## src/rtl/ex_mem_stage.sv

```systemverilog
// Execute-to-memory pipeline register with NZCV status and
// condition-code evaluation for predicated instruction squash.
module ex_mem_stage #(
  parameter int WIDTH   = 16,
  parameter int RADDR_W = 4
) (
  input  logic               clk,
  input  logic               rst,
  input  logic               in_valid,
  input  logic               stall,
  input  logic               flush,
  input  logic [WIDTH-1:0]   alu_out,
  input  logic               alu_n,
  input  logic               alu_z,
  input  logic               alu_v,
  input  logic               alu_c,
  input  logic               set_flags,
  input  logic [3:0]         cond,
  input  logic               reg_wr_in,
  input  logic [RADDR_W-1:0] rd_in,
  input  logic               mem_rd_in,
  input  logic               mem_wr_in,
  input  logic [WIDTH-1:0]   store_data_in,
  output logic               out_valid,
  output logic [WIDTH-1:0]   result,
  output logic [RADDR_W-1:0] rd,
  output logic               reg_wr,
  output logic               mem_rd,
  output logic               mem_wr,
  output logic [WIDTH-1:0]   store_data,
  output logic [3:0]         flags,
  output logic [15:0]        retired_cnt,
  output logic [15:0]        squash_cnt
);

  logic fn, fz, fc, fv;
  logic cp;
  logic acc;

  assign fn  = flags[3];
  assign fz  = flags[2];
  assign fc  = flags[1];
  assign fv  = flags[0];
  assign acc = in_valid & ~stall & ~flush;

  // Condition pass against the flags as they stand before this instruction
  always_comb begin
    cp = 1'b0;
    unique case (cond)
      4'b0000: cp = fz;
      4'b0001: cp = ~fz;
      4'b0010: cp = fc;
      4'b0011: cp = ~fc;
      4'b0100: cp = fn;
      4'b0101: cp = ~fn;
      4'b0110: cp = fv;
      4'b0111: cp = ~fv;
      4'b1000: cp = fc & ~fz;
      4'b1001: cp = ~fc | fz;
      4'b1010: cp = (fn == fv);
      4'b1011: cp = (fn != fv);
      4'b1100: cp = ~fz & (fn == fv);
      4'b1101: cp = fz | (fn != fv);
      4'b1110: cp = 1'b1;
      4'b1111: cp = 1'b0;
    endcase
  end

  // Pipeline register, status flags and retire/squash counters
  always_ff @(posedge clk) begin
    if (rst) begin
      out_valid   <= 1'b0;
      result      <= '0;
      rd          <= '0;
      reg_wr      <= 1'b0;
      mem_rd      <= 1'b0;
      mem_wr      <= 1'b0;
      store_data  <= '0;
      flags       <= 4'b0000;
      retired_cnt <= 16'd0;
      squash_cnt  <= 16'd0;
    end else if (stall && !flush) begin
      out_valid <= out_valid;
    end else if (acc && cp) begin
      out_valid   <= 1'b1;
      result      <= alu_out;
      rd          <= rd_in;
      reg_wr      <= reg_wr_in;
      mem_rd      <= mem_rd_in;
      mem_wr      <= mem_wr_in;
      store_data  <= store_data_in;
      retired_cnt <= retired_cnt + 16'd1;
      if (set_flags)
        flags <= {alu_n, alu_z, alu_c, alu_v};
    end else begin
      out_valid  <= 1'b0;
      result     <= '0;
      rd         <= '0;
      reg_wr     <= 1'b0;
      mem_rd     <= 1'b0;
      mem_wr     <= 1'b0;
      store_data <= '0;
      if (acc)
        squash_cnt <= squash_cnt + 16'd1;
    end
  end

endmodule

```

## config.mk

```make
export PLATFORM = sky130hd
export DESIGN_NAME = ex_mem_stage
export DESIGN_NICKNAME = d
export VERILOG_FILES = /design/src/rtl/ex_mem_stage.sv
export SDC_FILE = /design/constraint.sdc
export NUM_CORES = 1
export LEC_CHECK = 0
export ABC_AREA = 0
export CORE_MARGIN = 2
export CORE_UTILIZATION = 40
export CTS_CLUSTER_DIAMETER = 200
export CTS_CLUSTER_SIZE = 14
export DETAILED_ROUTE_END_ITERATION = 8
export GPL_ROUTABILITY_DRIVEN = 0
export HOLD_SLACK_MARGIN = 0.08
export PLACE_DENSITY_LB_ADDON = 0.05
export SYNTH_ARGS = -nofsm -noshare
export SYNTH_HDL_FRONTEND = slang
export SYNTH_SLANG_ARGS = --single-unit
export TNS_END_PERCENT = 30
```

## constraint.sdc

```tcl
create_clock -name clk -period 5.1 [get_ports clk]
set_clock_uncertainty 0.2 [all_clocks]
set_input_delay 1.275 -clock clk [delete_from_list [all_inputs] [get_ports clk]]
set_output_delay 1.275 -clock clk [all_outputs]
set_load 0.01 [all_outputs]
```

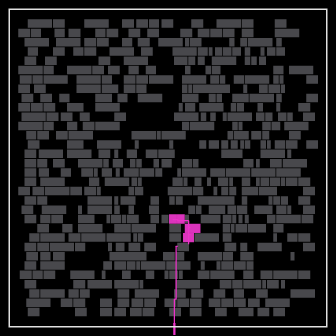
Fig. 1. Nets reached from selected ports.
legend:
  `flush`:
    color: magenta
    direction: input
    end_cells: 4
    buffers: 1
    wire: 36.5 µm
IO buf count: 128
I/O pin count: 129

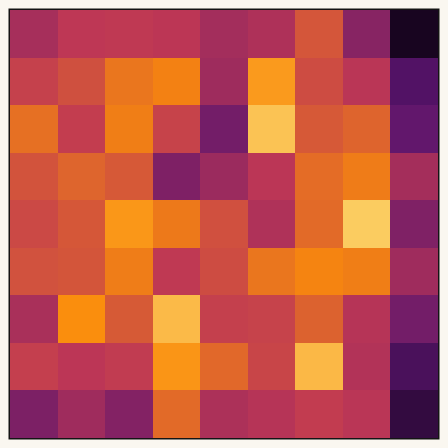
Fig. 2. Cell density map.
The die is cut into 9 by 9 equal tiles; black is low, pale yellow is high, 0 to 100% covered.
mean over tiles: 54%
fullest tile: 89%
tiles over 75% full: 9.9%

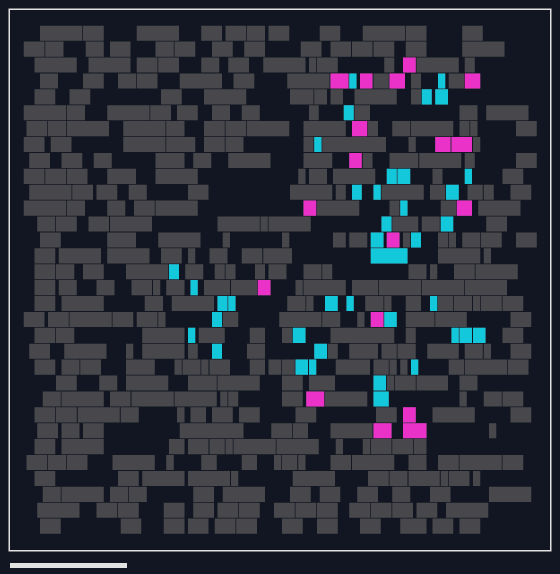
Fig. 3. Logic cells by family.
The bar under the picture is 20 µm long.
legend:
  and/or cells:
    color: magenta
    cells: 18
    most_used: or4_1
  nand cells:
    color: cyan
    cells: 39
    most_used: nand2_1

==> deck_impl_summary.md <==
Synthesis and Place & Route Summary

Timing
  – Fin. Hold Viols: 0
  – # setup viols final: 0

Synthesis
  – Share of the synthesized area in the top cell type: 0.4870
  – Synth async-reset ratio: 0
  – Syn_area_per_cell: around 10 µm²
  – Dominant flop cell: dfxtp_1
  – Cell taking the most area after synthesis: dfxtp_1
  – YS chip area: 3124 µm²
  – Top cells by area, synth: dfxtp_1 (49%), a22o_1 (9.0%), xnor2_1 (4.8%)

Power
  – Lkg Pwr: 1.596 nW
  – Int Pwr: 0.001012 W
  – Net Sw Power: 0.0002590 W
  – Top Consumer: registers
  – Reg power frac: 0.475

Clocking
  – Hold-fix buffers, CTS: 0
  – CTS Sinks: 76

Flow run
  – OpenROAD warning count: 26

Final layout
  – Seq/total area: 0.3207
  – Inverter count: 5
  – Flop count: 76
  – Top cells excl fill/tap: clkdlybuf4s50_1 (128), dfxtp_1 (76), nor2_1 (34)
  – Logic area: 1515 µm²

Detailed routing
  – First-pass DRT Iterations: 5
  – Via density: just over 5

Placed design
  – Post-DP HPWL: 5.510 mm

Worst setup path
  – R2R Setup Slk: 2350 ps
  – Critical Path Sink: reg_wr

Status
  – Outcome: finished, final reports clean

Global routing
  – Met2 usage: 0.3054
  – Largest net degree at the start of global routing: 33

Die
  – Starting Density: 0.4085

Min path
  – Min-Delay Startpoint: store_data[12]
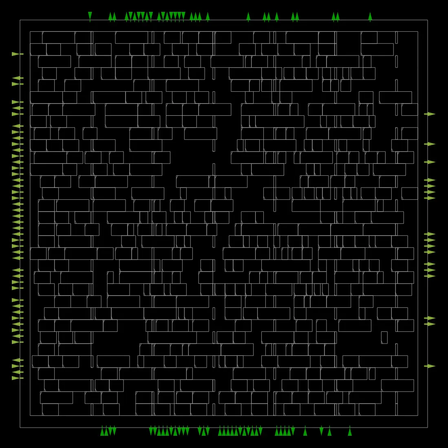
Fig. 4. Placed standard cells.
final core occ: 0.6204
Taps Inserted: 102

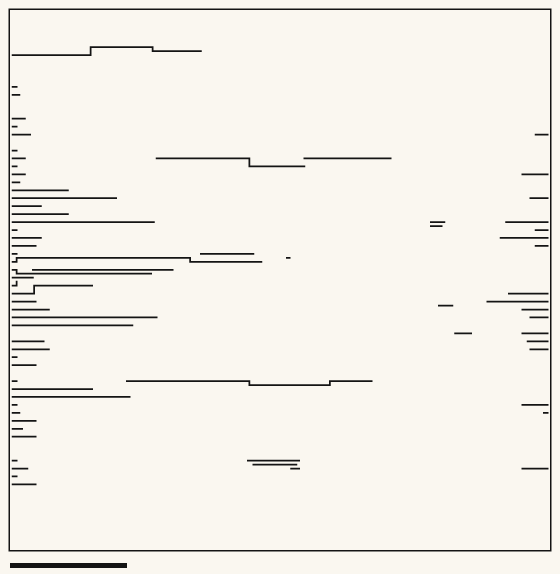
Fig. 5. Metal 3.
The bar under the picture is 20 µm long.
longest straight run: 29.7 µm
main direction: horizontal
nets with wire on the layer: 70
wire length on this layer: 554 µm
via count: 2817
DRT Wirelength: 7.810 mm

==> cells by family (layout without fill, tap and decap cells) <==
logic type      after synthesis  in the layout  share of synthesized area
compound gates               85             85                     0.2187
xor+xnor                     20             20                    0.05607
fa+ha+maj                     2              2                   0.008008
buf+inv                      21            153                    0.03004
flops                        76             76                     0.4870
mux                           9              9                    0.03084
simple gates                100            100                     0.1694
==> stage by stage <==
step	instances	util	setup slack [ps]	cell area [µm²]
global placement	531	0.5877	809.8	4494
detailed placement	531	0.5877	722.9	4494
global route	547	0.6204	878.0	4745
finish	547	0.6204	1056	4745
floorplan	313	-	2009	3124
CTS	547	0.6204	1062	4745
==> critical path, cell delays in order <==
cell and delay (ps):
clkdlybuf4s50_1 630, mux2i_1 260, mux2i_1 150, o211ai_1 930, nand2_2 410, a22oi_1 320, nor2_1 80
Power figures rest on the tool's default switching activity, not on a simulated workload.
